Figure 1. Selected gate families.
Bar = 20 µm.
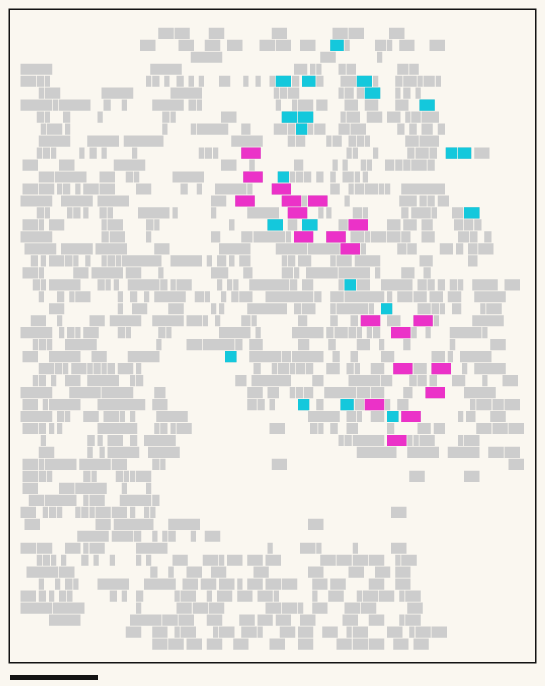
Figure 2. Track usage over the die.
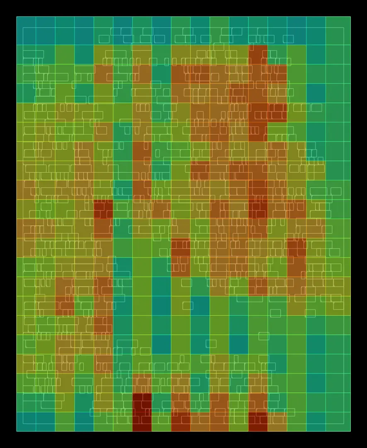
Figure 3. Cell sizes after repair.
Bar = 20 µm.
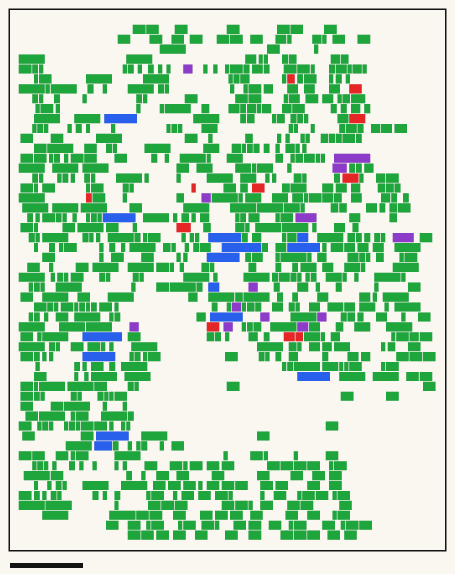
Figure 4. Placed cells, one colour a class.
Bar = 20 µm.
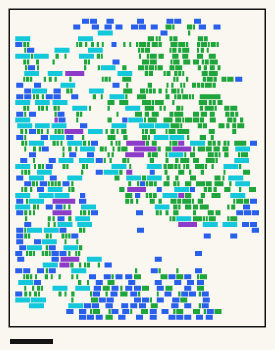
--- src/rtl/lift53_row_seq.sv ---
// lift53_row_seq: sequences one row of a forward 5/3 lifting transform over a shared sample memory
module lift53_row_seq #(
  parameter int W      = 19,
  parameter int AW     = 10,
  parameter int DP_LAT = 1
) (
  input  logic          clk,
  input  logic          rst_n,
  input  logic          start,
  input  logic [AW:0]   len,
  output logic          busy,
  output logic          done,
  output logic [AW-1:0] mem_addr,
  output logic          mem_rd,
  input  logic [W-1:0]  mem_rdata,
  output logic          mem_wr,
  output logic [W-1:0]  mem_wdata,
  output logic          dp_mode,
  output logic [W-1:0]  x2,
  output logic [W-1:0]  x3,
  output logic [W-1:0]  x4,
  input  logic [W-1:0]  dp_d,
  input  logic [W-1:0]  dp_a
);
  localparam int CW = $clog2(DP_LAT + 1);
  typedef enum logic [2:0] {IDLE, RD, CAP, EXE, WR, DONE} state_t;
  state_t        state, nxt;
  logic [1:0]    k;
  logic [CW-1:0] cnt;
  logic [AW:0]   i, n, l_adr, r_adr;
  logic [AW+1:0] i_nxt;
  assign i_nxt = {1'b0, i} + (AW+2)'(2);
  assign l_adr = (i == '0) ? (AW+1)'(1) : i - (AW+1)'(1);
  assign r_adr = (i == n - (AW+1)'(1)) ? i - (AW+1)'(1) : i + (AW+1)'(1);
  // next state and Moore outputs; write data passes the selected datapath result straight through
  always_comb begin
    nxt       = state;
    busy      = state != IDLE;
    done      = state == DONE;
    mem_rd    = state == RD;
    mem_wr    = state == WR;
    mem_addr  = '0;
    mem_wdata = '0;
    case (state)
      IDLE: nxt = start ? ((len >= (AW+1)'(2)) ? RD : DONE) : IDLE;
      RD: begin
        nxt      = (k == 2'd2) ? CAP : RD;
        mem_addr = AW'((k == 2'd0) ? l_adr : (k == 2'd1) ? i : r_adr);
      end
      CAP: nxt = EXE;
      EXE: nxt = (cnt == CW'(DP_LAT - 1)) ? WR : EXE;
      WR: begin
        nxt       = (i_nxt < {1'b0, n} || !dp_mode) ? RD : DONE;
        mem_addr  = AW'(i);
        mem_wdata = dp_mode ? dp_a : dp_d;
      end
      DONE: nxt = IDLE;
      default: nxt = IDLE;
    endcase
  end
  // state register, step/pass bookkeeping and registered operand capture
  always_ff @(posedge clk) begin
    if (!rst_n) begin
      state   <= IDLE;
      k       <= '0;
      cnt     <= '0;
      i       <= '0;
      n       <= '0;
      dp_mode <= 1'b0;
      x2      <= '0;
      x3      <= '0;
      x4      <= '0;
    end else begin
      state <= nxt;
      k     <= (state == RD && k != 2'd2) ? k + 2'd1 : 2'd0;
      cnt   <= (state == EXE) ? cnt + CW'(1) : '0;
      if (state == IDLE && start && len >= (AW+1)'(2)) begin
        n       <= len;
        i       <= (AW+1)'(1);
        dp_mode <= 1'b0;
      end
      if (state == RD && k == 2'd1) x2 <= mem_rdata;
      if (state == RD && k == 2'd2) x3 <= mem_rdata;
      if (state == CAP) x4 <= mem_rdata;
      if (state == WR) begin
        if (i_nxt < {1'b0, n}) i <= i_nxt[AW:0];
        else if (!dp_mode) begin
          dp_mode <= 1'b1;
          i       <= '0;
        end
      end
    end
  end
endmodule
--- config.mk ---
export PLATFORM = sky130hd
export DESIGN_NAME = lift53_row_seq
export DESIGN_NICKNAME = d
export VERILOG_FILES = /design/src/rtl/lift53_row_seq.sv
export SDC_FILE = /design/constraint.sdc
export NUM_CORES = 1
export LEC_CHECK = 0
export CORE_ASPECT_RATIO = 1.25
export CORE_MARGIN = 2
export CORE_UTILIZATION = 30
export DETAILED_ROUTE_END_ITERATION = 10
export GPL_ROUTABILITY_DRIVEN = 0
export SLEW_MARGIN = 20
export SYNTH_ARGS = -nofsm -noshare
export SYNTH_HDL_FRONTEND = slang
export SYNTH_SLANG_ARGS = --single-unit
--- constraint.sdc ---
create_clock -name clk -period 5.8 [get_ports clk]
set_input_delay 1.16 -clock clk [delete_from_list [all_inputs] [get_ports clk]]
set_output_delay 1.16 -clock clk [all_outputs]
set_load 0.01 [all_outputs]
==> impl_metrics.toml <==
# synthesis and place-and-route metrics
[setup_path]
cp_num_buf_inv = 2
path_cells = "inv_1 -> ha_1 -> nor2b_1 -> a21oi_1 -> a2111oi_4 -> o31ai_2 -> nor4_2 -> o21ai_1 -> a2111oi_0 -> a221o_1 -> clkdlybuf4s50_1"
cp_slowest_cell = "nor4_2"
cpLargestDelayFamily = "AND-OR/OR-AND gates"
max_stage_delay_ns = 0.72
crit_cells = 11
crit_arrival_ns = 4.12
r2r_cells = 10
cp.required_ns = 4.64
end_kind = "output pin"
crit_type = "flop to output pin"
cp_max_fo = 7
start_kind = "flop"

[timing]
slew_viol_final = 0
slew_headroom = 0.406
setup-tns-final_ns = 0
finalSetupViolCount = 0
rsz0062_at_grt = "no"
finalWorstPathRequiredPeriod_ns = 5.28
period_used_share = 0.910
hold_slack_ns = 0.454
finalHoldViolCount = 0
fmax_mhz = 190
worstMarginPinSlew_ns = 0.890
finalClockSkew_ns = 0.00746

[layout]
final_cells = 1019
nets = 889
antennaDiodeCount = 0
area_delta_synth_final_pct = 42.5
drive_above_1_share = 0.0473

[cts]
cts_tree = "built"
cts_sinks = 86
clock_path_buffers = 2
cts_max_level = 3
cts_resized = 0
cts_made_buffers = 9
cts.clk_slew.worst_paths_ns = 0.07
cts_setup_buffers = 0
clockRootBuffer = "clkbuf_16"
clk_latency_ns = 0.35
hold_buffers = 0

[logic_synthesis]
top_area_cell = "dfxtp_1"
synth_nets = 750
ys_cells = 659
yosys_warnings = 0
synthDistinctLibCells = 63
top_cells_by_count = "nand2_1, dfxtp_1, a21oi_1"
synthArstFlopShare = 0
top_cell = "nand2_1"
ys_area_um2 = 4980
area_leaders = "dfxtp_1, nand2_1, a21oi_1"
ys.flop_type = "dfxtp_1"
edf_count = 0
yosys.area.top_type_share = 0.345
synth_area_um2 = 4980
ys_seq_share = 0.345
avgSynthCellArea_um2 = 7.56
postSynthCellCount = 659
ys_ff = 86

[outcome]
outcome = "completed"

[placed_design]
place_inst = 1003
dpl.hpwl_um = 12400
io_buffer_count = 161

[power_and_ir_drop]
peakVddDrop_v = 0.000165
p_per_area_nw_per_um2 = 210
p_leak_nw = 2.49

[global_routing]
grt_max_degree = 48
use_met2 = 0.348
top_usage_layer = "met2"
grt_pass1_vias = 5075
overflow = 0
grt_pass1_wl_um = 27400
antenna_found_initial = 0
track_usage = 0.195

[hold_path]
min_path_cells = 2
hp-class = "flop to flop"

[drt]
drc = 0
dr.pass1.iters = 5
drt-total-wl_um = 16900
drt_iter0_drc = 238
vias = 5117
drtAntennaViolNets = 0
via_per_inst = 5.02

[floorplan]
ioPinCount = 162
die_h_um = 148
die_width_um = 119
initial_core_util = 0.308
chip_area_um2 = 17700

[flow_run]
warnings = 31
drv_cap = 0
Notes on Figure 1 above:
| family | colour | cells |
|---|---|---|
| fa/ha/maj cells | magenta | 20 |
| non-inverting ao/oa cells | cyan | 21 |
Comb/total area: 0.425
most frequent logic cell in the layout: clkdlybuf4s50_1

Notes on Figure 2 above:
routing usage on met3: 0.0587
detailed-route wire length per cell: 16.6 µm
Final Util: 0.438
GR Layer Usage met1: 0.219

Notes on Figure 3 above:
| size | colour | cells |
|---|---|---|
| x6 and larger | blue | 14 |
| x3 and x4 | purple | 13 |
| x2 | red | 11 |
| x1 and smaller | green | 765 |

Notes on Figure 4 above:
| class | colour | cells |
|---|---|---|
| remaining buffers and delay cells | blue | 169 |
| clock drivers and dummy loads | purple | 16 |
| registers | cyan | 86 |
| remaining logic cells | green | 532 |
FP Rows: 52
Finished Cell Area: 7100 µm²
Core Footprint: 16200 µm²

==> metal layers <==
layer  routed length (µm)  up-vias
li1                     -     2551
met4                  394        0
met2                 8600      155
met1                 6710     2387
met3                 1240       24
met5                    0        -
==> report_power, final <==
part           switching (mW)  total (mW)  internal, mW
sequential             0.0134       0.615         0.601
combinational           0.115       0.232         0.116
clock                   0.252       0.644         0.392
==> final timing paths <==
| kind | slack [ns] | to | from |
|---|---|---|---|
| worst min register to register | 0.45 | x3[5]$_SDFFE_PN0P_ | x3[5]$_SDFFE_PN0P_ |
| worst max-delay path | 0.52 | mem_addr[4] | n[1]$_SDFFE_PN0P_ |
| worst min-delay path | 0.45 | x3[5]$_SDFFE_PN0P_ | x3[5]$_SDFFE_PN0P_ |
| worst max register to register | 2.06 | i[9]$_SDFF_PN0_ | i[5]$_SDFF_PN0_ |
==> layout by cell type (no fill, tap or decap), types with 5 or more instances in the layout <==
master           instances
nor3_1                   9
nor2b_1                  7
nor3b_1                  5
clkdlybuf4s50_1        161
nor2_1                  55
xnor2_1                 15
nand2_1                151
and2_1                   5
buf_4                    8
nand3_1                 12
xor2_1                   8
mux2i_1                 34
inv_1                   24
dfxtp_1                 86
ha_1                    20
o21ai_0                 19
a21oi_1                 75
clkbuf_16                9
==> state kept, by name (all words and copies together) (netlist names) <==
register / count
x2: 19
k: 2
i: 11
n: 11
x3: 19
state: 3
x4: 19
cnt: 1
dp_mode: 1
==> worst register-to-register path, delay by kind of cell, from the launching register on <==
family	cells	cell delay (ns)
and+or+nand+nor	3	1.41
AOI/OAI and AO/OA	4	0.79
DFF	1	0.69
adders and majority gates	1	0.27
buffers and inverters	1	0.27
xor gates and xnor gates	1	0.21
==> layout make-up <==
class	instances	area, µm²
clock inverter	6	91.3
sequential	86	1720
tap	216	270
multi-input combinational	507	3020
inverter	25	93.8
timing repair buffer	169	1670
clock buffer	10	239
fill	1636	9100
==> metrics by stage <==
| stage | power (mW) | setup WS [ns] | utilization | cell area, µm² |
|---|---|---|---|---|
| floorplan | 0.752 | 1.84 | - | 4980 |
| global placement | 0.858 | 1.06 | 0.418 | 6770 |
| detailed placement | 0.858 | 0.969 | 0.418 | 6770 |
| CTS | 1.51 | 0.594 | 0.438 | 7100 |
| global route | 1.56 | 0.279 | 0.438 | 7100 |
| finish | 1.49 | 0.524 | 0.438 | 7100 |
==> cells by family after synthesis <==
logic type,count (synthesis),synth area share
buf+inv,66,0.0505
mux,36,0.0728
compound gates,151,0.192
flops,86,0.345
xor+xnor,23,0.0404
simple gates,277,0.249
fa+ha+maj,20,0.0502
Power and IR drop assume default switching activity.
